===== config.mk =====
export PLATFORM = sky130hd
export DESIGN_NAME = dram_read_assembler
export DESIGN_NICKNAME = d
export VERILOG_FILES = /design/src/rtl/dram_read_assembler.sv
export SDC_FILE = /design/constraint.sdc
export NUM_CORES = 1
export LEC_CHECK = 0
export CAP_MARGIN = 20
export CORE_MARGIN = 2
export CORE_UTILIZATION = 40
export CTS_BUF_LIST = sky130_fd_sc_hd__clkbuf_8 sky130_fd_sc_hd__clkbuf_16
export CTS_CLUSTER_DIAMETER = 60
export DETAILED_ROUTE_END_ITERATION = 10
export HOLD_SLACK_MARGIN = 0.1
export PLACE_DENSITY = 0.64
export SLEW_MARGIN = 10
export SYNTH_ARGS = -nofsm -noshare
export SYNTH_HDL_FRONTEND = slang
export SYNTH_SLANG_ARGS = --single-unit

===== constraint.sdc =====
create_clock -name clk -period 8.18 [get_ports clk]
set_input_delay 1.636 -clock clk [delete_from_list [all_inputs] [get_ports clk]]
set_output_delay 1.636 -clock clk [all_outputs]
set_load 0.02 [all_outputs]

===== src/rtl/dram_read_assembler.sv =====
// Packs DDR read bursts (rise/fall beat pairs) into one zero-padded word per queued read command.
// Optional feature macro: RDATA_TIMEOUT_EN adds a per-head-command data timeout and sticky timeout_err.
module dram_read_assembler #(
   parameter  int DQ_W      = 8,
   parameter  int MAX_BEATS = 8,
   parameter  int CMD_DEPTH = 4,
   parameter  int TIMEOUT   = 64,
   localparam int SZW       = $clog2(MAX_BEATS) + 1,
   localparam int WORD_W    = DQ_W * MAX_BEATS
) (
   input  logic              clk,
   input  logic              n_rst,
   input  logic              cmd_valid,
   input  logic [SZW-1:0]    cmd_size,
   output logic              cmd_ready,
   input  logic              dq_valid,
   input  logic [DQ_W-1:0]   dq_rise,
   input  logic [DQ_W-1:0]   dq_fall,
   output logic              rd_valid,
   output logic [WORD_W-1:0] rd_data,
   output logic [SZW-1:0]    rd_size,
   input  logic              rd_ready,
   output logic              spurious,
   output logic              overflow,
   output logic              idle,
`ifdef RDATA_TIMEOUT_EN
   output logic              timeout_err,
`endif
   output logic              o_dbg_state
);

   localparam int LOG_MB = $clog2(MAX_BEATS);
   localparam int AW     = $clog2(CMD_DEPTH);
   localparam int PCW    = $clog2(MAX_BEATS);

   typedef enum logic {S_IDLE = 1'b0, S_ASSEMBLE = 1'b1} state_t;

   // Handshakes: a command transfers when cmd_valid && (cmd_ready || a pop happens this cycle);
   // a word transfers when rd_valid && rd_ready; DQ pairs have no back-pressure.

   logic [SZW-1:0]    r_fifo [CMD_DEPTH];
   logic [AW-1:0]     r_wptr;
   logic [AW-1:0]     r_rptr;
   logic [AW:0]       r_count;
   state_t            r_state;
   logic [PCW-1:0]    r_pair;
   logic [WORD_W-1:0] r_asm;
   logic [WORD_W-1:0] r_rd_data;
   logic [SZW-1:0]    r_rd_size;
   logic              r_rd_valid;
   logic              r_spurious;
   logic              r_overflow;

   logic              w_full;
   logic              w_empty;
   logic [SZW-1:0]    w_head;
   logic [SZW-1:0]    w_size_clamp;
   logic [PCW-1:0]    w_pairs_m1;
   logic              w_take;
   logic              w_last;
   logic              w_tmo_pop;
   logic              w_pop;
   logic              w_push;
   logic [AW:0]       w_count_next;
   logic [WORD_W-1:0] w_asm_next;
   logic [WORD_W-1:0] w_word;

   assign w_full       = (r_count == (AW+1)'(CMD_DEPTH));
   assign w_empty      = (r_count == '0);
   assign w_head       = r_fifo[r_rptr];
   assign w_size_clamp = (cmd_size > SZW'(LOG_MB)) ? SZW'(LOG_MB) : cmd_size;
   assign w_take       = dq_valid && !w_empty;
   assign w_last       = w_take && (r_pair == w_pairs_m1);
   assign w_pop        = w_last || w_tmo_pop;
   // A full FIFO still accepts a command in the cycle its head retires.
   assign w_push       = cmd_valid && (!w_full || w_pop);
   assign w_count_next = r_count + (AW+1)'(w_push) - (AW+1)'(w_pop);

   always_comb begin
      int n_pairs;
      int n_beats;
      n_beats    = 1 << int'(w_head);
      n_pairs    = (w_head == '0) ? 1 : (n_beats / 2);
      w_pairs_m1 = PCW'(n_pairs - 1);
      w_asm_next = r_asm;
      w_word     = '0;
      for (int b = 0; b < MAX_BEATS; b++) begin
         if (b == 2 * int'(r_pair))     w_asm_next[b*DQ_W +: DQ_W] = dq_rise;
         if (b == 2 * int'(r_pair) + 1) w_asm_next[b*DQ_W +: DQ_W] = dq_fall;
      end
      for (int b = 0; b < MAX_BEATS; b++) begin
         if (b < n_beats) w_word[b*DQ_W +: DQ_W] = w_asm_next[b*DQ_W +: DQ_W];
      end
   end

   always_ff @(posedge clk) begin
      if (w_push) r_fifo[r_wptr] <= w_size_clamp;
   end

   always_ff @(posedge clk or negedge n_rst) begin
      if (!n_rst) begin
         r_wptr     <= '0;
         r_rptr     <= '0;
         r_count    <= '0;
         r_state    <= S_IDLE;
         r_pair     <= '0;
         r_asm      <= '0;
         r_rd_data  <= '0;
         r_rd_size  <= '0;
         r_rd_valid <= 1'b0;
         r_spurious <= 1'b0;
         r_overflow <= 1'b0;
      end else begin
         r_spurious <= dq_valid && w_empty;
         r_state    <= (w_count_next != '0) ? S_ASSEMBLE : S_IDLE;
         r_count    <= w_count_next;
         if (w_push) r_wptr <= r_wptr + 1'b1;
         if (w_pop)  r_rptr <= r_rptr + 1'b1;

         if (w_pop) begin
            r_pair <= '0;
            r_asm  <= '0;
         end else if (w_take) begin
            r_pair <= r_pair + 1'b1;
            r_asm  <= w_asm_next;
         end

         // A completed burst only loads when the output slot is free or being emptied now.
         if (w_last) begin
            if (r_rd_valid && !rd_ready) begin
               r_overflow <= 1'b1;
            end else begin
               r_rd_valid <= 1'b1;
               r_rd_data  <= w_word;
               r_rd_size  <= w_head;
            end
         end else if (r_rd_valid && rd_ready) begin
            r_rd_valid <= 1'b0;
         end
      end
   end

`ifdef RDATA_TIMEOUT_EN
   localparam int TW = $clog2(TIMEOUT + 1);
   logic [TW-1:0] r_tmo;
   logic          r_timeout_err;

   assign w_tmo_pop   = !w_empty && !dq_valid && (r_tmo == TW'(TIMEOUT - 1));
   assign timeout_err = r_timeout_err;

   // Counts cycles the current head command has waited without a pair.
   always_ff @(posedge clk or negedge n_rst) begin
      if (!n_rst) begin
         r_tmo         <= '0;
         r_timeout_err <= 1'b0;
      end else begin
         if (w_empty || dq_valid || w_tmo_pop) r_tmo <= '0;
         else                                  r_tmo <= r_tmo + 1'b1;
         if (w_tmo_pop) r_timeout_err <= 1'b1;
      end
   end
`else
   assign w_tmo_pop = 1'b0;
`endif

   assign cmd_ready   = !w_full;
   assign rd_valid    = r_rd_valid;
   assign rd_data     = r_rd_data;
   assign rd_size     = r_rd_size;
   assign spurious    = r_spurious;
   assign overflow    = r_overflow;
   assign idle        = w_empty && !r_rd_valid;
   assign o_dbg_state = r_state;

endmodule


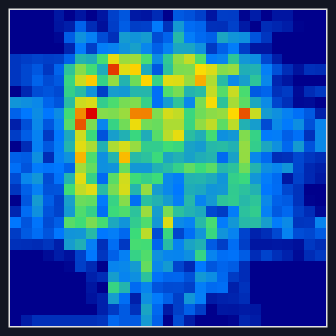
**Above:** routed metal per tile.
29 x 29 tiles, from dark blue (low) to red (high), scaled to the fullest tile. Values are wire area over tile area, all layers added.
The fullest tile reaches 0.60. The mean over all tiles is 0.16. The emptiest ninth of the die: bottom right. 15% of the tiles are over half the peak. The densest ninth of the die: middle.
vias post-DR: 6,179
GRT Util Overall: 0.200
Post-Route WL: 21.0 mm

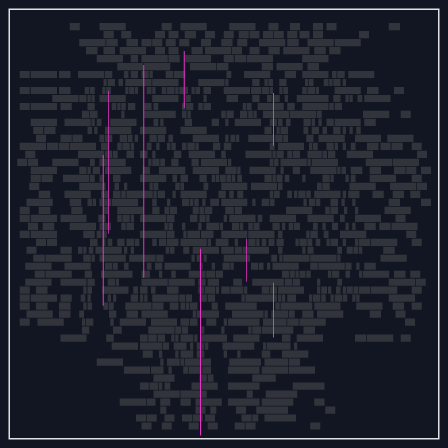
**Above:** metal 4.
The wires run mostly vertical. The longest straight run is 72.1 µm. The layer holds 1.5% of the routed length.

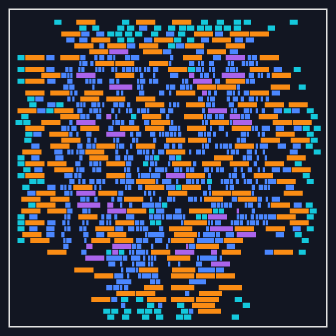
**Above:** cell classes on the final placement.
other buffers and delay cells: in cyan, cells 114, share of their area 12%. all other logic: in blue, cells 566, share of their area 39%. flip-flops: in orange, cells 162, share of their area 43%. clock drivers and dummy loads: in purple, cells 31, share of their area 6.5%.

==> summary.txt <==
Clk pin slew, worst setup/hold paths: 0.06 ns
run status: complete, no violations
row cnt: 51
HPWL Detailed: 12.9 mm
die area: 21,200 µm²
setup ws final: 3.20 ns
Post-synth top flop: dfrtp_1
Yosys cell types: 44
RSZ-0062 raised after global routing: no
Psw: 1.90 mW
Compound-Gate Fraction of Synth Area: 0.168
Synth mux share: 0.109
Leak Pwr: 4.16 nW
vias in the first global route: 5,917
main logic family after synthesis: AND-OR/OR-AND gates
synthesized cell area: 8040 µm²
CP Cell Sequence: mux4_2 -> nor3_4 -> inv_1 -> ha_1 -> xnor2_1 -> nor2b_1 -> mux2i_1 -> nor3_2 -> o21ai_0 -> ha_1 -> inv_1 -> ha_1 -> fa_1 -> or3_1
most used cell, CP: ha_1
Top Usage Layer GRT: met2
share of layout cells above drive strength 1: 0.126
Post-synth ARST share: 0.901
DRC errors left: 0
number of port buffers: 98
CTS tree: done
fin nets: 899
yosys xor share: 0.00872
Int Power: 2.70 mW
post-CTS sizing: 0
crit-path max cell delay: 0.78 ns
Top cells excl fill/tap: dfrtp_1, nand2_1, clkdlybuf4s50_1
Slew headroom: 0.395
Gate Count Post-Synth: 789
count of library flops with an enable pin: 16
CP bufs+invs: 2
area reported by Yosys stat: 8040 µm²
area delta synth->final: 22.8%
Max Root-Sink Buffers: 2
crit-path max FO: 19
Die Ht: 146 µm
DRT Pass-1 Iters: 5
Pre-Place Util: 0.410
fin cells: 1,138
max-slew violations: 0
GR Layer Usage met2: 0.311
Achievable Freq: 0.201 GHz
Setup crit end kind: flip-flop
Worst Path Arrival: 5.29 ns
yosys cell count: 789
Final Hold Viols: 0
simple share: 0.131
antenna viol nets, final: 0
maximum VDD drop: 240 µV
Final Cell Area: 9870 µm²
antenna violations before repair: 0
Avg Synthesized Cell Area: 10.2 µm²
core footprint: 19,600 µm²
DP Cell Count: 1,106
number of synthesized register bits: 162
Least-Margin Pin Slew: 0.904 ns
H-tree lvl count: 4
Post-CTS Hold Buffers: 0
largest net degree at the start of global routing: 94
Setup WS pre-CTS: 3.20 ns
fin crit period: 4.98 ns
warnings from Yosys: 0
DR iter-0 viols: 661
Comb pwr share: 0.520
WHS: 0.471 ns
setup TNS: 0 ns
slowest CP cell: nor3_4
global-route wire length before repair: 33.6 mm
Hold Path Class: reg2reg
Power Dens Cells: 466 nW/µm²
total grt overflow: 0
number of diodes: 0
setup bufs post-CTS: 0
max_cap viols: 0
dominant logic cell type in the layout: dfrtp_1
DIE WIDTH: 146 µm
Data required, critical path: 8.49 ns
# setup viols final: 0
met1 usage: 0.284
yosys adder share: 0.0212
GRT met3 Usage: 0.0404
Synth Seq Share: 0.514
placed cell area: 9240 µm²
Seq pwr share: 0.295
Switching Fraction: 0.414
Log Warnings: 32
CTS root buf: clkbuf_16
Avg WL per Cell: 18.4 µm
Avg Vias per Cell: 5.43
gpl congestion: 0.812
Tcrit/Tclk final: 0.609
crit start category: flip-flop
Largest delay share family, worst path: simple AND/OR/NAND/NOR gates
number of placed I/O pins: 99
critical path class: reg2reg
Clk network pwr share: 0.186
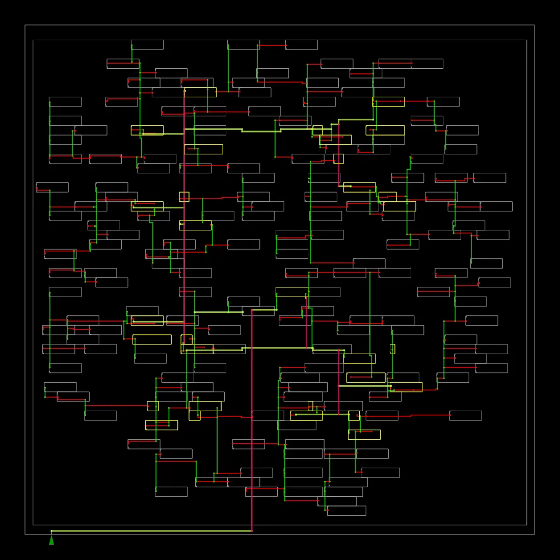
**Above:** clock routing.
total clock sinks: 162
clock-net power: 855 µW
Clock Latency Late Sink: 0.44 ns
TritonCTS Buffers: 17
Worst Skew: 0.0129 ns

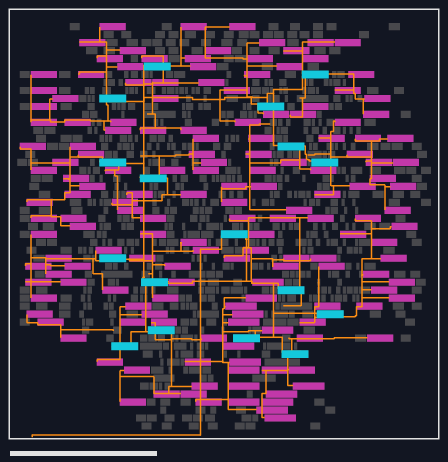
**Above:** routed clock nets over the placement.
The bar under the picture is 50 µm long.
clock wires: in orange, length 2,130 µm. cells driving clock nets: in cyan, count 17. flip-flops: in magenta, count 162.
Position of the flops: spread over the die.

## synth_stat cells, types with 2 or more instances
| master | instances | share of area |
|---|---|---|
| dfrtp_1 | 146 | 0.45 |
| nand2_1 | 117 | 0.055 |
| a21oi_1 | 57 | 0.036 |
| a21o_1 | 49 | 0.046 |
| clkbuf_1 | 49 | 0.023 |
| mux2_2 | 49 | 0.069 |
| a22oi_1 | 47 | 0.044 |
| nand3_1 | 47 | 0.029 |
| inv_1 | 27 | 0.013 |
| o21ai_0 | 27 | 0.017 |
| nor2_1 | 25 | 0.012 |
| nor2b_1 | 21 | 0.016 |
| mux2_1 | 20 | 0.028 |
| o211ai_1 | 17 | 0.016 |
| edfxtp_1 | 16 | 0.060 |
| ha_1 | 12 | 0.019 |
| buf_1 | 11 | 0.0051 |
| buf_2 | 5 | 0.0031 |
| xnor2_1 | 5 | 0.0054 |
| mux4_2 | 4 | 0.011 |
| a31oi_1 | 3 | 0.0023 |
| o22ai_1 | 3 | 0.0023 |
| or3_1 | 3 | 0.0023 |
| xor2_1 | 3 | 0.0033 |
| buf_6 | 2 | 0.0028 |
| nor3_1 | 2 | 0.0012 |
| o311ai_0 | 2 | 0.0022 |
| o31ai_1 | 2 | 0.0019 |
| or2_2 | 2 | 0.0016 |
| or4_1 | 2 | 0.0019 |
## power groups by stage
stage	registers (mW)	logic, mW	clock network [mW]
6_report	1.36	2.39	0.855
5_1_grt	1.40	2.62	0.902
4_1_cts	1.36	2.40	0.869
3_5_place_dp	1.37	2.38	0
3_3_place_gp	1.37	2.34	0
2_1_floorplan	1.53	1.41	0
## layer usage
layer / share of wire / vias to the layer above
met5: 0 / -
met4: 0.014 / 0
met3: 0.053 / 21
met2: 0.47 / 191
met1: 0.46 / 3042
li1: - / 2925
## metrics by stage
step	power, mW	util
floorplan	2.94	-
global placement	3.71	0.472
detailed placement	3.75	0.472
CTS	4.63	0.503
global route	4.92	0.504
finish	4.60	0.504
## layout make-up
type | count | area [µm²]
Inverter | 27 | 101
Multi-Input combinational cell | 539 | 3580
Fill cell | 1805 | 9720
Tap cell | 265 | 332
Sequential cell | 162 | 4130
Timing Repair Buffer | 114 | 1100
Clock inverter | 13 | 185
Clock buffer | 18 | 439
## final timing paths
kind / start / slack, ns / cells after the start / endpoint
worst max register to register: r_rptr[0] / 3.20 / 14 / o_dbg_state
max in group asynchronous: n_rst / 5.62 / 2 / rd_data[0]
worst max-delay path: r_rptr[0] / 3.20 / 14 / o_dbg_state
worst min-delay path: overflow / 0.47 / 1 / overflow
worst min register to register: overflow / 0.47 / 1 / overflow
min in group asynchronous: n_rst / 1.31 / 1 / rd_data[32]
## registers in the layout, summed over array words and instances, names as in the netlist
register,cells
o_dbg_state,1
overflow,1
r_asm,64
r_count,3
r_fifo,16
r_pair,3
r_rptr,2
r_wptr,2
rd_data,64
rd_size,4
rd_valid,1
spurious,1
## cells by family after synthesis
group | count (synthesis)
simple gates | 228
compound gates | 208
flops | 162
buf+inv | 95
mux | 74
fa+ha+maj | 13
xor+xnor | 8
other cells | 1
Power and IR drop assume default switching activity.
